<file path="config.mk">
export PLATFORM = sky130hd
export DESIGN_NAME = ifetch_512
export DESIGN_NICKNAME = d
export VERILOG_FILES = /design/src/rtl/ifetch_512.sv
export SDC_FILE = /design/constraint.sdc
export NUM_CORES = 1
export LEC_CHECK = 0
export CAP_MARGIN = 20
export CELL_PAD_IN_SITES_DETAIL_PLACEMENT = 1
export CELL_PAD_IN_SITES_GLOBAL_PLACEMENT = 1
export CORE_AREA = 8 8 119 121
export DETAILED_ROUTE_END_ITERATION = 8
export DIE_AREA = 0 0 127 129
export PLACE_DENSITY_LB_ADDON = 0.12
export SYNTH_ARGS = -nofsm -noshare
export SYNTH_HDL_FRONTEND = slang
export SYNTH_SLANG_ARGS = --single-unit
</file>
<file path="constraint.sdc">
create_clock -name clk -period 5.2 [get_ports clk]
set_input_delay 1.04 -clock clk [delete_from_list [all_inputs] [get_ports clk]]
set_output_delay 1.04 -clock clk [all_outputs]
set_load 0.1 [all_outputs]
</file>
<file path="src/rtl/ifetch_512.sv">
// ifetch_512: instruction-fetch stage for a 512x32 word memory.
// Holds the PC and issues one read per cycle into a memory with a fixed
// one-cycle read latency. Returned words go to decode over a valid/ready
// handshake. A two-entry skid buffer absorbs back-pressure, and each
// request carries an epoch tag so that words fetched before a redirect
// are dropped.
// Optional feature: define IFETCH_HALT_DETECT_EN to stop fetching once a
// HALT_INST word has been accepted by decode.
module ifetch_512 #(
    parameter int              ADDR_W    = 9,
    parameter int              DATA_W    = 32,
    parameter int unsigned     RESET_PC  = 200,
    parameter logic [DATA_W-1:0] HALT_INST = 32'hFFFF_FFFF
) (
    input  logic              clk,
    input  logic              rst,
    output logic              mem_rd_en,
    output logic [ADDR_W-1:0] mem_addr,
    input  logic [DATA_W-1:0] mem_dout,
    input  logic              redirect_valid,
    input  logic [ADDR_W-1:0] redirect_addr,
    output logic              out_valid,
    input  logic              out_ready,
    output logic [DATA_W-1:0] out_inst,
    output logic [ADDR_W-1:0] out_pc,
    output logic              halted
);

`ifdef IFETCH_HALT_DETECT_EN
    localparam bit HaltDetectEn = 1'b1;
`else
    localparam bit HaltDetectEn = 1'b0;
`endif

    localparam logic [ADDR_W-1:0] ResetPcVal = ADDR_W'(RESET_PC);

    typedef enum logic {
        RUN  = 1'b0,
        HALT = 1'b1
    } fetchState_e;

    fetchState_e state_q, state_d;

    logic [ADDR_W-1:0] pc_q;
    logic              epoch_q;
    logic              inflight_q;
    logic              inflightEpoch_q;
    logic [ADDR_W-1:0] inflightPc_q;
    logic [DATA_W-1:0] bufInst_q [0:1];
    logic [ADDR_W-1:0] bufPc_q   [0:1];
    logic              headIdx_q;
    logic [1:0]        bufCount_q;

    logic              running;
    logic              respValid;
    logic              bufNonEmpty;
    logic              pop;
    logic              popBuf;
    logic              push;
    logic              issue;
    logic              haltAccept;
    logic              wrIdx;
    logic [2:0]        occupancy;

    assign running     = (state_q == RUN);
    assign respValid   = inflight_q && (inflightEpoch_q == epoch_q);
    assign bufNonEmpty = (bufCount_q != 2'd0);
    assign wrIdx       = headIdx_q ^ bufCount_q[0];
    assign mem_addr    = pc_q;

    // State register: RUN normally, HALT only when halt detection is built in.
    always_ff @(posedge clk or posedge rst) begin
        if (rst) begin
            state_q <= RUN;
        end else begin
            state_q <= state_d;
        end
    end

    // Next state: a redirect always resumes fetching; an accepted halt word stops it.
    always_comb begin
        state_d = state_q;
        if (redirect_valid) begin
            state_d = RUN;
        end else if (haltAccept) begin
            state_d = HALT;
        end
    end

    // Outputs: buffer head first, otherwise bypass a live response straight to decode.
    always_comb begin
        out_valid = 1'b0;
        out_inst  = '0;
        out_pc    = '0;
        if (running) begin
            if (bufNonEmpty) begin
                out_valid = 1'b1;
                out_inst  = bufInst_q[headIdx_q];
                out_pc    = bufPc_q[headIdx_q];
            end else if (respValid) begin
                out_valid = 1'b1;
                out_inst  = mem_dout;
                out_pc    = inflightPc_q;
            end
        end
        halted = HaltDetectEn && !running;
    end

    // Handshake and issue decisions; a request goes out only if its word is guaranteed a slot.
    always_comb begin
        pop        = out_valid && out_ready;
        popBuf     = pop && bufNonEmpty;
        haltAccept = HaltDetectEn && pop && (out_inst == HALT_INST);
        occupancy  = {1'b0, bufCount_q} + {2'b00, inflight_q} - {2'b00, pop};
        issue      = !rst && running && !redirect_valid && !haltAccept && (occupancy < 3'd2);
        push       = respValid && running && !redirect_valid && !haltAccept
                     && !(pop && !bufNonEmpty);
        mem_rd_en  = issue;
    end

    // PC, epoch, in-flight tracking and skid buffer; redirect and halt flush everything pending.
    always_ff @(posedge clk or posedge rst) begin
        if (rst) begin
            pc_q            <= ResetPcVal;
            epoch_q         <= 1'b0;
            inflight_q      <= 1'b0;
            inflightEpoch_q <= 1'b0;
            inflightPc_q    <= '0;
            headIdx_q       <= 1'b0;
            bufCount_q      <= 2'd0;
            bufInst_q[0]    <= '0;
            bufInst_q[1]    <= '0;
            bufPc_q[0]      <= '0;
            bufPc_q[1]      <= '0;
        end else begin
            inflight_q <= issue;
            if (issue) begin
                pc_q            <= pc_q + ADDR_W'(1);
                inflightEpoch_q <= epoch_q;
                inflightPc_q    <= pc_q;
            end
            if (redirect_valid) begin
                pc_q       <= redirect_addr;
                epoch_q    <= ~epoch_q;
                headIdx_q  <= 1'b0;
                bufCount_q <= 2'd0;
            end else if (haltAccept) begin
                epoch_q    <= ~epoch_q;
                headIdx_q  <= 1'b0;
                bufCount_q <= 2'd0;
            end else begin
                if (push) begin
                    bufInst_q[wrIdx] <= mem_dout;
                    bufPc_q[wrIdx]   <= inflightPc_q;
                end
                if (popBuf) begin
                    headIdx_q <= ~headIdx_q;
                end
                case ({push, popBuf})
                    2'b10:   bufCount_q <= bufCount_q + 2'd1;
                    2'b01:   bufCount_q <= bufCount_q - 2'd1;
                    default: bufCount_q <= bufCount_q;
                endcase
            end
        end
    end

endmodule
</file>
### Congestion heat map, run 1

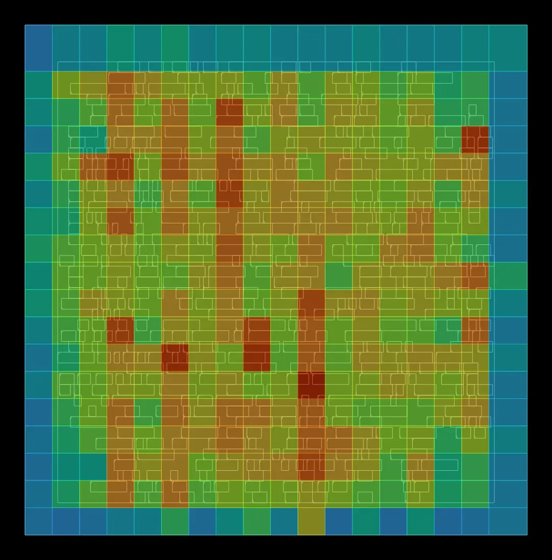
Top Usage Layer GRT: met2
met3 global-route usage: 5.17%
Wirelength per Cell: 20.0 µm

### Placement by cell class, run 1

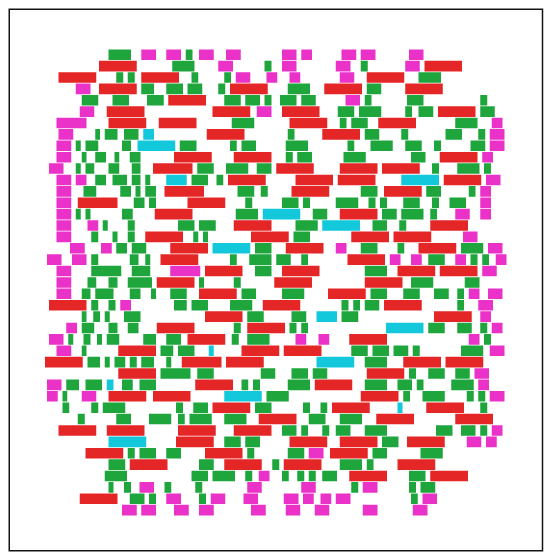
- magenta: other buffers and delay cells (cells 104; share of their area 15%)
- cyan: clock drivers and dummy loads (cells 15; share of their area 4.2%)
- green: all other logic (cells 293; share of their area 39%)
- red: flip-flops (cells 106; share of their area 41%)
standard-cell rows: 41
Final Cell Area: 6630 µm²
Seq/total area: 40.1%

### Routed metal per tile, run 1

Bar = 50 µm. The die is cut into 25 by 26 equal tiles; dark blue is low, red is high, scaled to the fullest tile. Values are wire area over tile area, all layers added.
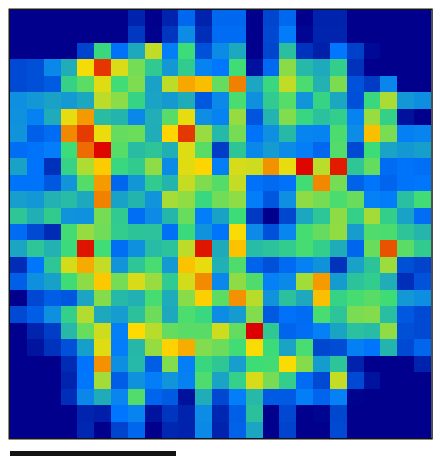
- fullest tile: 0.37
- mean over tiles: 0.13
- nearly empty tiles: 15%
Routed WL: 13400 µm
via count: 3757
GR Util All Layers: 17.0%

==> results.cfg, run 1 <==
; physical design summary
[floorplanning]
die-area_um2 = 16400
io_pins = 98
fp-utilization_pct = 43.6
die_width_um = 127
tap_cells = 150
die_height_um = 129

[clock_network]
path_clk_slew_ps = 70
cts_tree = built
cts_buffers = 9
clockBufferDepth = 2
h-tree-depth = 3
insertion_delay_ps = 350
hold_buffers = 0
cts_resized = 0

[worst_setup_path]
timing.rr.start = epoch_q
rr_endpoint = inflightPc_q[0]
worstSetupEndpoint = mem_rd_en
worst-r2r-cell-count = 11
max_stage_delay_ps = 570
path_cells = clkdlybuf4s50_1 > inv_1 > a21oi_1 > ha_1 > nand2b_1 > fa_1 > nor2b_1 > nand3_1 > inv_1 > buf_12
cp-end-kind = output port
worstSetupPathType = input port to output port
critPathArrivalTime_ps = 3480
crit_path_start = out_ready
ff2ff_setup_slack_ps = 2030

[yosys]
yosys-top-cells-area = dfrtp_1 48%, mux2_4 11%, mux2_2 10%
synth_area_um2 = 5370
yosys.stat.seqShare_pct = 49.4
avgSynthCellArea_um2 = 12.4
yosys_warnings = 0
yosys_cells = 432
ys_area_um2 = 5370
synthCells = 432
edf_count = 0
synth_top_area_share_pct = 48.0
ys.flop_type = dfrtp_1
synth_cell_types = 46
synth-async-reset-ratio_pct = 100
top_area_cell = dfrtp_1
ys.flops = 106
ys_top_cells_by_count = 103 x dfrtp_1, 48 x mux2_2, 45 x nand3_1
syn-num-nets = 480

[sta]
period_needed_ps = 4520
worst_slew_pin_slew_ps = 987
slew_violations = 0
finClkSkew_ps = 6.99
fmax_mhz = 221
holdWs_ps = 496
relSlewSlack_pct = 34.0
hold_viol_final = 0
finalCritPeriodShare_pct = 86.9
fin_ws_ps = 684
rsz0062_at_grt = no
setup_viol = 0
fin_setup_tns_ps = 0

[drt]
first_pass_iters = 5
top_layer = met4
met1_length_um = 6130
viasPerCell = 5.62
wl_met2_um = 6460

[placement]
io_buffers = 96
dp_hpwl_um = 8660
place_inst = 652
gp_congestion = 0.815
place_ws_ps = 688
place_area_um2 = 6330

[final_layout]
final_layout_top_logic_cell = dfrtp_1
non_clock_buffer_count = 104
fin_cells = 668
nClkBuffers = 13
clk_share_pct = 4.12
seq_area_um2 = 2660
nonClkBufAreaFrac_pct = 14.8
inv_count = 5
syn_to_final_growth_pct = 23.4
diodes = 0
comb_area_share_pct = 37.8
n_sequential_cell = 106
drive_gt1_share_pct = 28.4
logic_gate_count = 288
layout.area.comb_um2 = 2500
dominant_cells = sequential cells

[run]
max_cap_violations = 0
warning_count = 26

[global_route]
use_met2_pct = 27.7
antenna_found_initial = 0
grt_pass1_vias = 4232
grt_pass1_wl_um = 22400
met1_usage_pct = 21.9

[power]
p_clk_uw = 642
clockPowerShare_pct = 18.2
seq_cell_power_uw = 1310
p_per_area_nw_per_um2 = 532
leakagePower_uw = 0.00292
peakVddDrop_mv = 0.232
seqPwrFrac_pct = 37.1
total_power_uw = 3520
swShare_pct = 42.8

[status]
status = finished clean

[min_path]
holdCritStartpoint = bufInst_q[36]
min_to = bufInst_q[36]
hold_class = register to register
## run 1: critical path, delay by kind of cell
kind | cells | cell delay, ps
AND-OR/OR-AND | 1 | 140
AND/OR/NAND/NOR | 3 | 560
buffers and inverters | 4 | 1030
adder cells (fa/ha/maj) | 2 | 710
## run 1: cell families after synthesis
kind of cell	after synthesis	synth area share, %
AOI/OAI and AO/OA	67	7.36
xor gates and xnor gates	7	1.28
adders and majority gates	3	0.838
buffers and inverters	38	4.05
DFF	106	49.4
muxes	132	29.5
other	1	0.0698
and+or+nand+nor	78	7.45
## run 1: sequential cells by signal (all words and copies together), names as in the netlist
name / flops
bufPc_q: 18
headIdx_q: 1
mem_addr: 9
inflightEpoch_q: 1
inflightPc_q: 9
epoch_q: 1
bufCount_q: 2
inflight_q: 1
bufInst_q: 64
==> run 2, diff against run 1 <==
- CORE_AREA: 8 8 119 121 -> 8 8 143 145
- DIE_AREA: 0 0 127 129 -> 0 0 151 153
- SLEW_MARGIN: default -> 20
### Placement by cell class, run 2

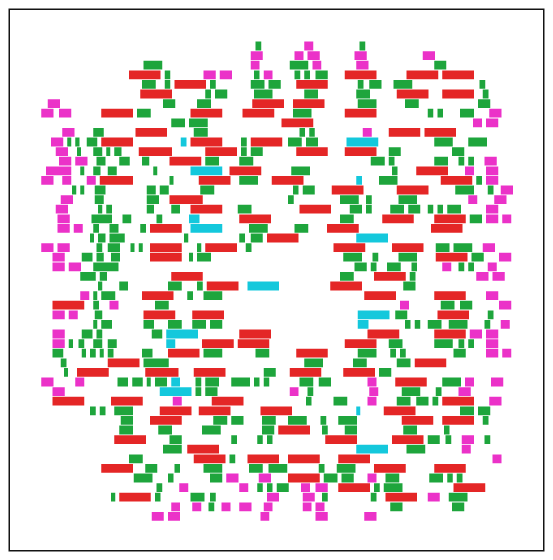
- green: all other logic (cells 293; share of their area 39%)
- cyan: clock drivers and dummy loads (cells 16; share of their area 4.2%)
- magenta: other buffers and delay cells (cells 106; share of their area 15%)
- red: flip-flops (cells 106; share of their area 41%)
standard-cell rows: 50
CORE AREA: 18300 µm²

==> run 2 against run 1 <==
  * Synthesized cell count is the same
  * Critical path type unchanged
  * Synthesized area stayed put
  * Clock-buffer cell count fell by 3
  * Largest cell class unchanged
  * Setup slack got worse by 10 ps
==> results.cfg, run 2 <==
; physical design summary
[yosys]
avgSynthCellArea_um2 = 12.4
ys_top_cells_by_count = 103 x dfrtp_1, 48 x mux2_2, 45 x nand3_1
ys_area_um2 = 5370
ys.flops = 106
synth-async-reset-ratio_pct = 100
yosys-top-cells-area = dfrtp_1 48%, mux2_4 11%, mux2_2 10%
yosys.stat.seqShare_pct = 49.4
ys_sh_adder_pct = 0.838
ys.flop_type = dfrtp_1
syn-num-nets = 480
yosys_cells = 432
synthMuxAreaShare_pct = 29.5
yosys_warnings = 0
synth-xor-area-share_pct = 1.28
synth_cell_types = 46
simple_gate_share_pct = 7.45

[global_route]
use_met2_pct = 19.7
grt.busiest_layer = met2
met1_usage_pct = 17.5
grt_pass1_vias = 4230

[clock_network]
hold_buffers = 0
clockBufferDepth = 2
cts_buffers = 9
path_clk_slew_ps = 70
h-tree-depth = 3
cts_resized = 0

[floorplanning]
fp-utilization_pct = 29.4
die_width_um = 151
io_pins = 98

[final_layout]
final_area_um2 = 6720
top_register = bufInst_q
syn_to_final_growth_pct = 25.1
reg_top3 = bufInst_q: 64 flops, bufPc_q: 18 flops

[sta]
worst_slew_pin_slew_ps = 992
finalCritPeriodShare_pct = 87.0
fin_setup_tns_ps = 0
relSlewSlack_pct = 33.8
finClkSkew_ps = 10.1
fin_ws_ps = 674
rsz0062_at_grt = no
slew_violations = 0

[worst_setup_path]
path_delay_family = buffers and inverters
worstSetupPathType = input port to output port
path_cells = clkdlybuf4s50_1 > inv_1 > a21oi_1 > ha_1 > nand2b_1 > fa_1 > nor2b_1 > nand3_1 > inv_1 > buf_12
max_stage_delay_ps = 570
crit_buf_inv = 4

[placement]
place_inst = 739
place_ws_ps = 687
gp_congestion = 0.779
io_buffers = 96
place_area_um2 = 6440
dp_hpwl_um = 9350

[drt]
first_pass_iters = 4
viasPerCell = 4.96
wl_met2_um = 6570

[status]
status = finished clean

[power]
swShare_pct = 43.3
peakVddDrop_mv = 0.185
seq_cell_power_uw = 1300
p_per_area_nw_per_um2 = 522
clockPowerShare_pct = 18.0
leakagePower_uw = 0.00294
total_power_uw = 3510
==> run 2: path summary, 6_finish.rpt <==
path | from | end | slack, ps | cells after the start
max | out_ready | mem_rd_en | 670 | 10
max reg2reg | epoch_q | bufInst_q[58] | 1560 | 6
min | bufPc_q[14] | bufPc_q[14] | 500 | 1
max in group asynchronous | rst | bufInst_q[63] | 3070 | 3
min reg2reg | bufPc_q[14] | bufPc_q[14] | 500 | 1
min in group asynchronous | rst | inflight_q | 1230 | 2
==> run 2: area by class of cell <==
cell class | count | area, µm²
clock inverters | 6 | 42.5
inverters | 5 | 23.8
fillers | 1967 | 11500
flip-flops and latches | 106 | 2660
well taps | 234 | 293
clock buffers | 10 | 229
multi-input cells | 288 | 2500
repair buffers | 106 | 968
==> run 3, diff against run 2 <==
- MAX_ROUTING_LAYER: default -> met4
- TNS_END_PERCENT: default -> 50
### Congestion heat map, run 3

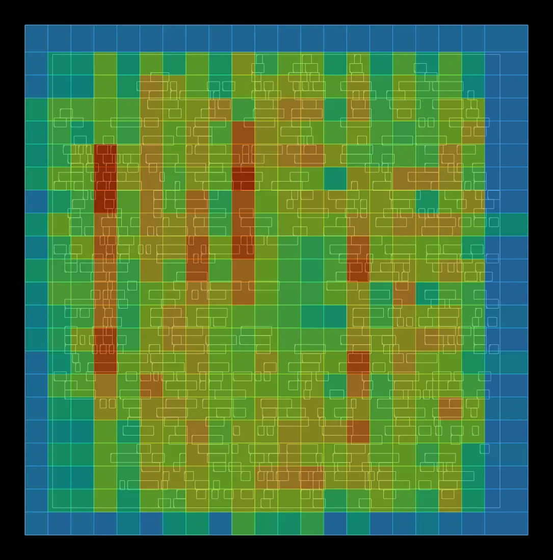
Final Core Density: 36.8%
met2 track demand over resource: 19.5%
met3 global-route usage: 2.07%
GR Util All Layers: 13.2%
M1 GR Usage: 18.1%

==> run 3 against run 2 <==
  * Combinational power about the same
  * Critical endpoint unchanged
  * Worst hold slack improved by 0.63 ps
  * Sequential power about the same
  * Core utilization unchanged
==> results.cfg, run 3 <==
; physical design summary
[status]
status = finished clean

[final_layout]
diodes = 0
seq_area_um2 = 2660
clk_share_pct = 4.04
nonClkBufAreaFrac_pct = 14.4
nFillCells = 1967
layout_top_cells = 102 x dfrtp_1, 64 x clkdlybuf4s50_1, 48 x mux2_2
final_area_um2 = 6720
fin_nets = 564
non_clock_buffer_count = 106
drive_gt1_share_pct = 30.3
final_layout_top_logic_cell = dfrtp_1
dominant_cells = sequential cells
comb_area_share_pct = 37.3
layout.area.comb_um2 = 2500
top_register = bufInst_q
reg_top3 = bufInst_q: 64 flops, bufPc_q: 18 flops
logic_gate_count = 288
n_sequential_cell = 106
inv_count = 5
nClkBuffers = 10

[drt]
first_pass_iters = 4
vias = 3747
ant_nets = 0
viasPerCell = 4.96
wl_met2_um = 6490
top_layer = met4
wl_um = 14200
wl_per_cell_um = 18.8
met1_length_um = 7020

[yosys]
synth-async-reset-ratio_pct = 100
synth_top_area_share_pct = 48.0
yosys-top-cells-area = dfrtp_1 48%, mux2_4 11%, mux2_2 10%
synth_area_um2 = 5370
ys.flop_type = dfrtp_1
ys_area_um2 = 5370
synth.cellmix.compoundShare_pct = 7.36
ys_sh_adder_pct = 0.838
yosys.stat.seqShare_pct = 49.4
ys_top_cells_by_count = 103 x dfrtp_1, 48 x mux2_2, 45 x nand3_1
netlist_logic_family_top = multiplexers
synth-xor-area-share_pct = 1.28
synthCells = 432
edf_count = 0
syn-num-nets = 480
synth_cell_types = 46
synthMuxAreaShare_pct = 29.5
yosys_cells = 432
ys.flops = 106
simple_gate_share_pct = 7.45
yosys_warnings = 0
avgSynthCellArea_um2 = 12.4
top_area_cell = dfrtp_1

[floorplanning]
io_pins = 98
die_height_um = 153
fp-utilization_pct = 29.4
tap_cells = 234
row_count = 50
core_area_um2 = 18300
die-area_um2 = 23100

[min_path]
holdCritStartpoint = bufPc_q[14]
whs_path_depth = 1
hold_class = register to register
min_to = bufPc_q[14]

[worst_setup_path]
ff2ff_setup_slack_ps = 1560
path_delay_family = buffers and inverters
crit_buf_inv = 4
worst-r2r-cell-count = 6
critPathArrivalTime_ps = 3490
max_stage_delay_ps = 570
rr_endpoint = bufInst_q[58]
cp-end-kind = output port
path_cells = clkdlybuf4s50_1 > inv_1 > a21oi_1 > ha_1 > nand2b_1 > fa_1 > nor2b_1 > nand3_1 > inv_1 > buf_12
worstSetupPathType = input port to output port
timing.rr.start = epoch_q

[power]
leakagePower_uw = 0.00294
p_clk_uw = 635
swShare_pct = 43.3
total_power_uw = 3510
seqPwrFrac_pct = 37.1
p_per_area_nw_per_um2 = 522
clockPowerShare_pct = 18.1
seq_cell_power_uw = 1300

[sta]
fmax_mhz = 221
holdWs_ps = 498
fin_ws_ps = 669
rsz0062_at_grt = no
slew_violations = 0
period_needed_ps = 4530
worst_slew_pin_slew_ps = 997
fin_setup_tns_ps = 0
relSlewSlack_pct = 33.3
finalCritPeriodShare_pct = 87.1
finClkSkew_ps = 10.2
setup_viol = 0
hold_viol_final = 0

[placement]
io_buffers = 96
dp_hpwl_um = 9350
place_ws_ps = 687
place_inst = 739
gp_congestion = 0.790
place_area_um2 = 6440

[global_route]
grt_pass1_vias = 4219
antenna_found_initial = 0
grt_pass1_wl_um = 23500
grt.busiest_layer = met2

[clock_network]
cts_buffers = 9
clockBufferDepth = 2
path_clk_slew_ps = 70
cts_resized = 0
h-tree-depth = 3
insertion_delay_ps = 340
cts_tree = built

[run]
max_cap_violations = 0
warning_count = 26
==> run 3: cell counts after synthesis <==
Identical to the previous run, type by type.
==> run 3: worst reg2reg max path, cell delays in order (launching register included) <==
cell	delay [ps]
dfrtp_1	410
xnor2_1	310
and2_2	730
buf_4	420
nand3_2	820
buf_4	540
mux2_2	290
==> run 3: how the worst max path moves through the flow <==
| stage | endpoint | cells past startpoint | slack [ps] | from |
|---|---|---|---|---|
| after floorplan | out_inst[0] | 4 | 980 | headIdx_q |
| after global placement | mem_rd_en | 10 | 720 | out_ready |
| after detailed placement | mem_rd_en | 10 | 690 | out_ready |
| after CTS | mem_rd_en | 10 | 670 | out_ready |
| after global routing | mem_rd_en | 10 | 480 | out_ready |
| final | mem_rd_en | 10 | 670 | out_ready |
Power is estimated from default activity; no workload was simulated.
